Design free_index_allocator_flat, sky130hd; sources not shown.
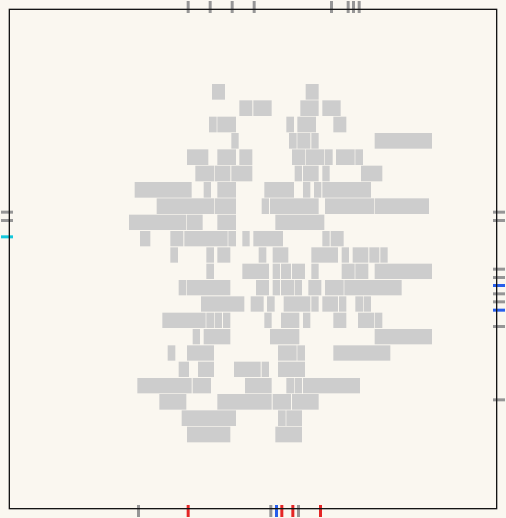
(pin map)
Scale: 6 px per um. Pins as bars across the die edge, other pins in gray.
[bus_alloc_ready] cyan | pins: 1 | direction: input | edge: west
[bus_alloc_index] blue | pins: 3 | direction: output | edge: 2 east, 1 south
[bus_free_count] red | pins: 4 | direction: output | edge: south
all pins by edge: 10 east, 8 south, 8 north, 3 west
Die Span Y: 83 um
x dimension of the die: 81 um
number of input and output port buffers inserted: 0

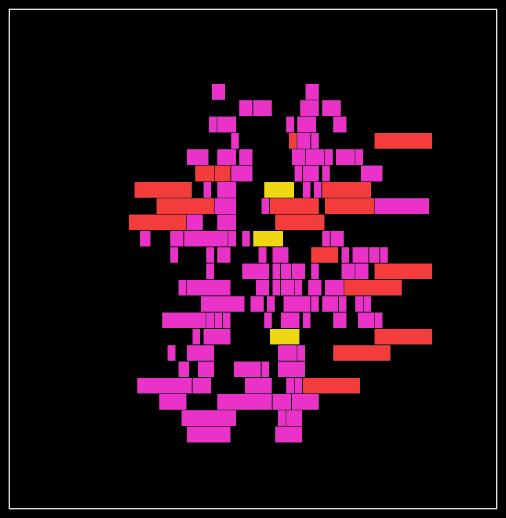
(cell sizes after repair)
Scale: 6 px per um.
[x2] red | cells: 17 | share: 13% | most used: dfstp_2
[x6 and larger] yellow | cells: 3 | share: 2.3% | most used: clkbuf_8
[x1 and smaller] magenta | cells: 112 | share: 85% | most used: inv_1
post-route design area: 0.001315 sq mm
fin worst setup slack: 4.533 ns
area added between synthesis and finish: 5.628%

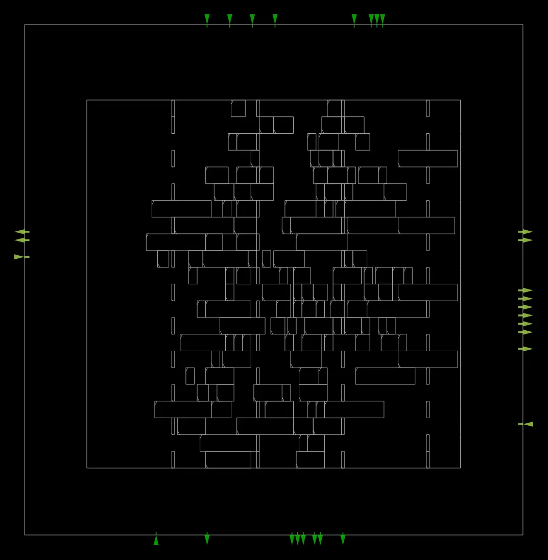
(cell outlines without signal wires)
proportion of cell area occupied by registers: 25.59%
tapcells inserted: 48
Cell Rows: 22
Std-Cell Core Area: 0.003633 sq mm

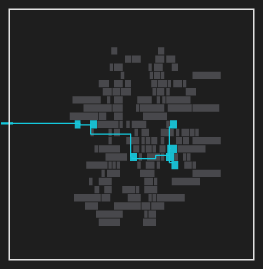
(nets reached from selected ports)
Scale: 3 px per um.
[bus_alloc_ready] cyan | direction: input | end cells: 7 | wire: 79.3 um
boundary pin count: 29

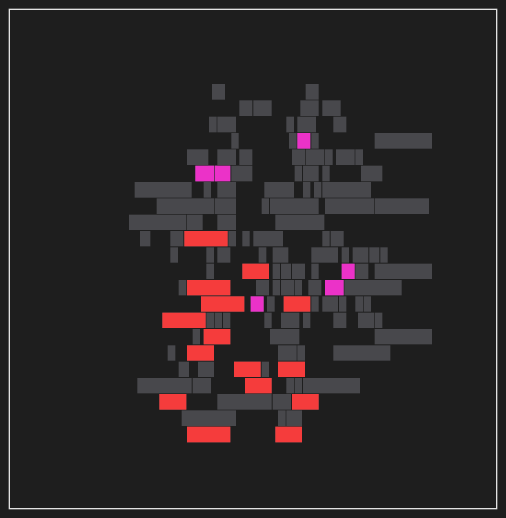
(selected gate families)
Scale: 6 px per um.
[and/or cells] magenta | cells: 6 | most used: and2_1 | where: center
[fa/ha/maj cells] red | cells: 15 | most used: ha_1
most frequent standard cell in the layout excluding fill and tap cells: inv_1
share of the final layout cell area in multi-input gates: 60.70%
number of standard cells in the layout, taps in and fillers out: 180

==> flow_summary.json <==
{
  "via_count_of_the_first_global_routing_pass": 1001,
  "library_cell_with_the_largest_summed_area_after_synthesis": "dfstp_2",
  "replace_congestion": 0.7998,
  "maximum_number_of_pins_on_one_net_before_global_route_repair": 14,
  "timing.slew.headroom_pct": 51.86,
  "max_slew.worst_pin.slew_ns": 0.7159,
  "post_cts_hold_buffer_count": 0,
  "layout_top_cells_excl_fill_tap": "inv_1, nor2_1, nand2_1",
  "clk_latency_ns": 0.24,
  "grt_setup_unrepaired": "no",
  "holdWs_ns": 0.5228,
  "dominant_kind_of_combinational_cell": "simple AND/OR/NAND/NOR gates",
  "drt.antenna.violating_nets": 0,
  "enable_flop_cells": 0,
  "largest_register_ffs": 8,
  "hold-path-cell-count": 2,
  "pwr_density_cell_mw_per_mm2": 309.1,
  "synth_simple_gate_area_share_pct": 19.60,
  "setup.worst_path.class": "input port to flip-flop",
  "ys_chip_area_sq_mm": 0.001245,
  "tns_ns": 0,
  "dp_hpwl_um": 2584,
  "finish.net_count": 159,
  "timing_max_transition_violations_final": 0,
  "startpoint_type_of_the_worst_setup_path": "input port",
  "cp-end-kind": "flip-flop",
  "worst_min_delay_path_category": "flip-flop to flip-flop",
  "wire_length_after_detailed_routing_um": 3107,
  "achievable-frequency_mhz": 218.9,
  "tritoncts": "built",
  "stage_log_warnings": 26,
  "cts_max_path_buffers": 2,
  "cts_root_buf": "clkbuf_8",
  "synth.yosys.num_cells": 134,
  "synth_area_sq_mm": 0.001245,
  "chip_area_sq_mm": 0.006723,
  "p_leak_nw": 0.5696,
  "vias": 971,
  "crit_fanout": 5,
  "yosys_warnings": 0,
  "post-route-drc-count": 0,
  "utilization_pct": 36.19,
  "ff2ff_setup_slack_ns": 5.49,
  "clk_transition_reported_paths_ns": 0.06,
  "grt_pass1_wl_um": 5147,
  "synth.lib_cells_used.distinct": 38,
  "top_area_share_pct": 18.99,
  "cap_violations": 0,
  "cts_buffers": 3,
  "floorplan.nets": 160,
  "wl_per_cell_um": 17.26,
  "outcome": "complete, no violations",
  "post_cts.resized_instances": 0,
  "syn_inst": 134,
  "required_time_at_the_endpoint_of_the_critical_path_ns": 9.23,
  "synthXorXnorAreaFrac_pct": 4.925,
  "synth-async-reset-ratio_pct": 100.0,
  "total_power_mw": 0.4064,
  "post-route-period-util_pct": 50.19,
  "layout_min_cycle_time_ns": 4.567,
  "core_util_floorplan_pct": 34.26,
  "finalSetupViolations": 0,
  "detailedRoute.firstPassIterationCount": 4,
  "worstPathArrival_ns": 4.70,
  "synth-adder-area-share_pct": 18.09,
  "yosysSeqAreaShare_pct": 27.04,
  "number_of_antenna_violations_at_the_first_check_in_global_routing": 0,
  "peakVddDrop_mv": 0.1149,
  "share_of_final_layout_standard_cells_stronger_than_drive_strength_1_pct": 15.15,
  "r2r_cells": 10,
  "post_synth_ao_oa_area_fraction_pct": 11.86,
  "grt.total_usage_pct": 9.496,
  "number_of_levels_in_the_clock_h_tree": 1,
  "report.final.hold_viol_count": 0,
  "cts_setup_buffers": 0,
  "primary_flip_flop_cell_chosen_by_synthesis_mapping": "dfstp_2",
  "grt_remaining_overflow": 0,
  "n_antenna_cell": 0,
  "post_detailed_route_via_to_cell_ratio": 5.394,
  "ys_seq_elements": 13,
  "initialDrtViolationCount": 87,
  "timing.clock.skew_ns": 0.001612,
  "yosys-mux-area-fraction_pct": 9.648,
  "synth.avg_cell_area_sq_um": 9.291,
  "yosys-top-cells-area": "dfstp_2, ha_1, dfrtp_1, fa_1, mux4_2",
  "clock_sinks": 13
}
[metrics by stage]
step / worst slack [ns] / instances / area [sq um]
6_report: 4.533 / 180 / 1315
5_1_grt: 4.360 / 180 / 1315
4_1_cts: 4.540 / 180 / 1315
3_5_place_dp: 4.284 / 176 / 1270
3_3_place_gp: 4.334 / 176 / 1270
2_1_floorplan: 4.293 / 134 / 1245
[where the power goes]
part / switching, mW / total, mW / internal [mW] / leakage (nW)
Clock: 0.0217 / 0.0526 / 0.0310 / 0.0228
Sequential: 0.0638 / 0.165 / 0.101 / 0.141
Combinational: 0.0964 / 0.189 / 0.0924 / 0.406
Total: 0.182 / 0.406 / 0.224 / 0.570
[worst max-delay path: stages]
cell and delay (ns):
nor2b_1 0.27, a32oi_1 0.18, nor2_1 0.15, fa_1 0.43
inv_1 0.08, fa_1 0.43, fa_1 0.51, inv_1 0.04
ha_1 0.22, fa_1 0.41, xor2_1 0.15
[synthesized netlist by cell type, drive strengths merged, types with 4 or more instances]
| library cell | n |
|---|---|
| ha | 10 |
| xnor2 | 6 |
| nor2b | 4 |
| nand2 | 11 |
| a21oi | 4 |
| dfstp | 9 |
| nand2b | 5 |
| buf | 5 |
| fa | 5 |
| inv | 19 |
| mux4 | 4 |
| nor2 | 13 |
| dfrtp | 4 |
[layout make-up]
cell class | count | area, sq um
sequential | 13 | 336.6
clock buffer | 4 | 45.04
fill | 388 | 2318
multi-input combinational | 95 | 798.3
tap | 48 | 60.06
inverter | 20 | 75.07
[cells by family (layout without fill, tap and decap cells)]
kind of cell             count (synthesis)  after routing
AND/OR/NAND/NOR                         46             46
buffers and inverters                   26             24
AND-OR/OR-AND                           20             20
adder cells (fa/ha/maj)                 15             15
flip-flops                              13             13
XOR/XNOR                                 7              7
multiplexers                             7              7
[metal layers]
layer  track usage [%]  vias to the layer above  share of wire [%]
met5                 0                        -                  0
met4             4.225                        0                1.5
met3             2.478                        4                7.8
met2             15.13                       23                 50
met1             11.51                      492                 41
li1                  -                      452                  -
Power figures rest on the tool's default switching activity, not on a simulated workload.
